File: src/rtl/rr_arb_mux.sv
// Round-robin N:1 arbiter/mux with a registered output stage; 1 cycle from input transfer to out_valid.
// Backpressure: while the output is held (out_valid && !out_ready) in_ready is zero; RR_ARB_MUX_LOCK_EN adds packet lock via in_last.
module rr_arb_mux #(
  parameter int N = 4,
  parameter int W = 8
) (
  input  logic                 clk,
  input  logic                 rst_n,
  input  logic [N-1:0]         in_valid,
  input  logic [N*W-1:0]       in_data,
`ifdef RR_ARB_MUX_LOCK_EN
  input  logic [N-1:0]         in_last,
`endif
  output logic [N-1:0]         in_ready,
  output logic                 out_valid,
  input  logic                 out_ready,
  output logic [W-1:0]         out_data,
  output logic [$clog2(N)-1:0] out_sel
);

  localparam int SW = $clog2(N);

  logic [SW-1:0] ptr_q, ptr_d;
  logic          out_valid_q, out_valid_d;
  logic [W-1:0]  out_data_q, out_data_d;
  logic [SW-1:0] out_sel_q, out_sel_d;

  logic [SW-1:0] arb_gnt;
  logic          arb_vld;
  logic [SW-1:0] gnt;
  logic          gnt_vld;
  logic [W-1:0]  gnt_dat;
  logic          load_en;
  logic          xfer;
  logic          adv;

  assign load_en = !out_valid_q || out_ready;

  // Descending scan so the lowest offset from ptr is the last (winning) assignment.
  always_comb begin
    int j;
    logic [SW-1:0] idx;
    arb_gnt = '0;
    arb_vld = 1'b0;
    j       = 0;
    idx     = '0;
    for (int k = N - 1; k >= 0; k--) begin
      j = int'(ptr_q) + k;
      if (j >= N) j = j - N;
      idx = SW'(j);
      if (in_valid[idx]) begin
        arb_gnt = idx;
        arb_vld = 1'b1;
      end
    end
  end

`ifdef RR_ARB_MUX_LOCK_EN
  typedef enum logic {IDLE, LOCKED} state_t;
  state_t        state_q, state_d;
  logic [SW-1:0] lock_g_q, lock_g_d;

  always_comb begin
    gnt     = arb_gnt;
    gnt_vld = arb_vld;
    if (state_q == LOCKED) begin
      gnt     = lock_g_q;
      gnt_vld = 1'b1;
    end
  end

  always_comb begin
    state_d  = state_q;
    lock_g_d = lock_g_q;
    case (state_q)
      IDLE: begin
        if (xfer && !in_last[gnt]) begin
          state_d  = LOCKED;
          lock_g_d = gnt;
        end
      end
      LOCKED: begin
        if (xfer && in_last[gnt]) state_d = IDLE;
      end
      default: state_d = IDLE;
    endcase
  end

  always_ff @(posedge clk or negedge rst_n) begin
    if (!rst_n) begin
      state_q  <= IDLE;
      lock_g_q <= '0;
    end else begin
      state_q  <= state_d;
      lock_g_q <= lock_g_d;
    end
  end

  assign adv = xfer && in_last[gnt];
`else
  assign gnt     = arb_gnt;
  assign gnt_vld = arb_vld;
  assign adv     = xfer;
`endif

  always_comb begin
    gnt_dat = '0;
    for (int i = 0; i < N; i++) begin
      if (SW'(i) == gnt) gnt_dat = in_data[i*W +: W];
    end
  end

  assign xfer = gnt_vld && load_en && in_valid[gnt];

  // Gated by rst_n so in_ready reads zero for the whole reset window.
  always_comb begin
    in_ready = '0;
    if (rst_n && gnt_vld && load_en) in_ready[gnt] = 1'b1;
  end

  always_comb begin
    out_valid_d = out_valid_q;
    out_data_d  = out_data_q;
    out_sel_d   = out_sel_q;
    ptr_d       = ptr_q;
    if (load_en) out_valid_d = xfer;
    if (xfer) begin
      out_data_d = gnt_dat;
      out_sel_d  = gnt;
    end
    if (adv) ptr_d = (gnt == SW'(N - 1)) ? '0 : gnt + SW'(1);
  end

  always_ff @(posedge clk or negedge rst_n) begin
    if (!rst_n) begin
      ptr_q       <= '0;
      out_valid_q <= 1'b0;
      out_data_q  <= '0;
      out_sel_q   <= '0;
    end else begin
      ptr_q       <= ptr_d;
      out_valid_q <= out_valid_d;
      out_data_q  <= out_data_d;
      out_sel_q   <= out_sel_d;
    end
  end

  assign out_valid = out_valid_q;
  assign out_data  = out_data_q;
  assign out_sel   = out_sel_q;

endmodule

File: config.mk
export PLATFORM = sky130hd
export DESIGN_NAME = rr_arb_mux
export DESIGN_NICKNAME = d
export VERILOG_FILES = /design/src/rtl/rr_arb_mux.sv
export SDC_FILE = /design/constraint.sdc
export NUM_CORES = 1
export LEC_CHECK = 0
export CAP_MARGIN = 20
export CELL_PAD_IN_SITES_DETAIL_PLACEMENT = 0
export CELL_PAD_IN_SITES_GLOBAL_PLACEMENT = 1
export CORE_AREA = 2 2 67 69
export CTS_CLUSTER_DIAMETER = 40
export DETAILED_ROUTE_END_ITERATION = 6
export DIE_AREA = 0 0 69 71
export GPL_TIMING_DRIVEN = 0
export PLACE_DENSITY_LB_ADDON = 0.12
export SLEW_MARGIN = 40
export SYNTH_ARGS = -nofsm -noshare
export SYNTH_HDL_FRONTEND = slang
export SYNTH_SLANG_ARGS = --single-unit
File: constraint.sdc
create_clock -name clk -period 2.1 [get_ports clk]
set_clock_uncertainty 0.05 [all_clocks]
set_input_delay 0.315 -clock clk [delete_from_list [all_inputs] [get_ports clk]]
set_output_delay 0.315 -clock clk [all_outputs]
set_load 0.1 [all_outputs]
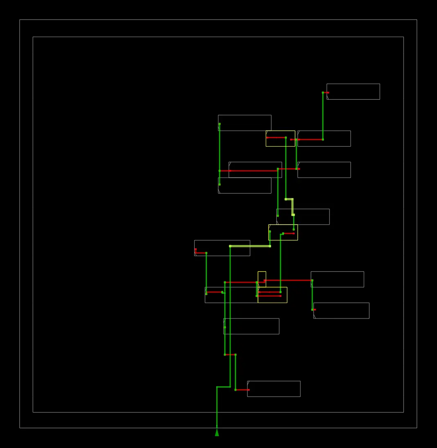
final_clocks.png
TritonCTS buffer count: 3
registers: 13
Clock group: 0.220 mW

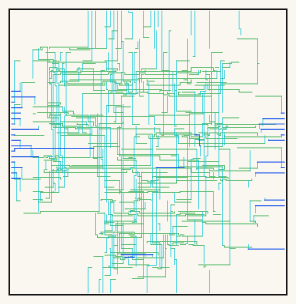
metal_stack.png
(4 px per um)
met2: in cyan, wire length 1650 um. met1: in green, wire length 1650 um. met3: in blue, wire length 144 um.
vias: 1112
Routed WL: 3440 um
Wirelength per Cell: 14.6 um
GRT Overall Usage: 14.2%

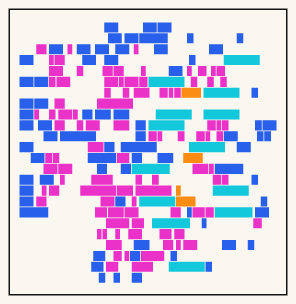
cell_classes.png
(4 px per um)
clock drivers and dummy loads: in orange, cells 4. other buffers and delay cells: in blue, cells 72. all other logic: in magenta, cells 94. flip-flops: in cyan, cells 13.
FP Rows: 24
fin area: 0.00184 mm^2
Core Region: 0.00420 mm^2

==> flow_summary.toml <==
# synthesis and place-and-route metrics
[outcome]
status = "complete, but fails checks"
violations = "negative setup slack"

[synthesis]
synth_area_um2 = 965
synth_flops = 13
synthDistinctLibCells = 31
synth.net_count = 160
ys_seq_share_pct = 33.7
largest_area_cell = "dfrtp_1"
edf_count = 0

[detailed_routing]
vias_per_cell = 4.73
dr.pass1.iters = 4
drt_iter0_drc = 99
ant_nets = 0

[critical_path]
r2r_start = "ptr_q[1]$_DFFE_PN0P_"
critPathRequiredTime_ps = 1740
crit_arrival_ps = 1930

[layout]
num_antenna_cells = 0
nets = 227
final_cells = 235
lay_top_cells = "clkdlybuf4s50_1 (33), a21oi_1 (16), buf_2 (12), nand2_1 (11)"
area_growth_pct = 90.5

[placement]
placed_area_mm2 = 0.00152
numPortBuffers = 53
dp_hpwl_um = 2470
place_ws_ps = -869
gp_congestion = 0.763

[final_timing]
finalHoldViolations = 0
finalClockPeriodUsage_pct = 109
setup_tns_ps = -861
fin_crit_ps = 2290
setup_viol = 12
final.setup.worst_slack_ps = -190

[clock_tree]
h-tree-depth = 1
ctsResizeCount = 46
cts_setup_buffers = 9
cts_tree = "done"
clock_latency_ps = 240

[global_route]
grt_overflow = 0
first_global_vias = 1129
antenna_found_initial = 0

[hold_path]
holdCritPathClass = "reg2reg"
hold-path-endpoint = "out_data[3]$_DFFE_PN0P_"

[die]
io_pins = 54
chipHeight_um = 71

[run]
cap_viol_max_count = 0

[pwr]
ir_drop_uv = 352
switching_share_pct = 53.0
power.switching_mw = 1.13
power.share.clock_pct = 10.3
p_seq_mw = 0.402
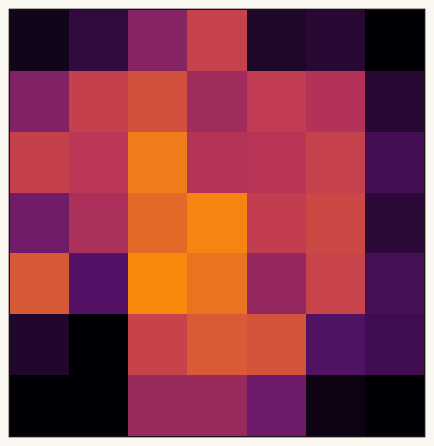
density.png
(6 px per um) 7 x 7 tiles, from black (low) to pale yellow (high), 0 to 100% covered.
10% of the tiles are nearly empty. The emptiest ninth of the die: south-west. The fullest tile reaches 74%. The mean over all tiles is 36%. The densest ninth of the die: center.
utilization after layout: 43.7%
Core Density at Floorplan: 22.9%

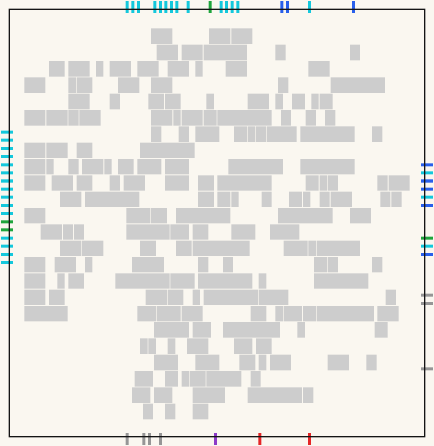
pins.png
(6 px per um) Pins as bars across the die edge, other pins in gray.
`in_ready`: in green, pins 4, direction output, edge 2 west, 1 north, 1 east. `in_data`: in cyan, pins 32, direction input, edge 15 west, 14 north, 3 east. `clk`: in purple, pins 1, direction input, edge south. `out_sel`: in red, pins 2, direction output, edge south. `out_data`: in blue, pins 8, direction output, edge 5 east, 3 north.

flip-flops by register name, summed over array words and instances (netlist names):
register	flops
out_data	8
out_sel	2
ptr_q	2
out_valid	1
area by class of cell:
cell class / count / area (um^2) / area share (%)
clock buffers: 4 / 45.0 / 2.45
plain buffers: 7 / 91.3 / 4.97
flip-flops and latches: 13 / 329 / 17.9
well taps: 52 / 65.1 / 3.54
multi-input cells: 85 / 679 / 37.0
inverters: 9 / 33.8 / 1.84
repair buffers: 65 / 594 / 32.3
layer usage:
layer	wire length, um	track usage, %
met2	1650	23.6
met1	1650	18.6
met4	0	5.23
met3	143	2.14
met5	0	0
critical path, stage by stage:
cell           delay, ps
dlygate4sd2_1        280
or4_4                520
buf_6                140
and2_4               180
buf_6                140
and3_4               190
buf_12               160
Power is estimated from default activity; no workload was simulated.
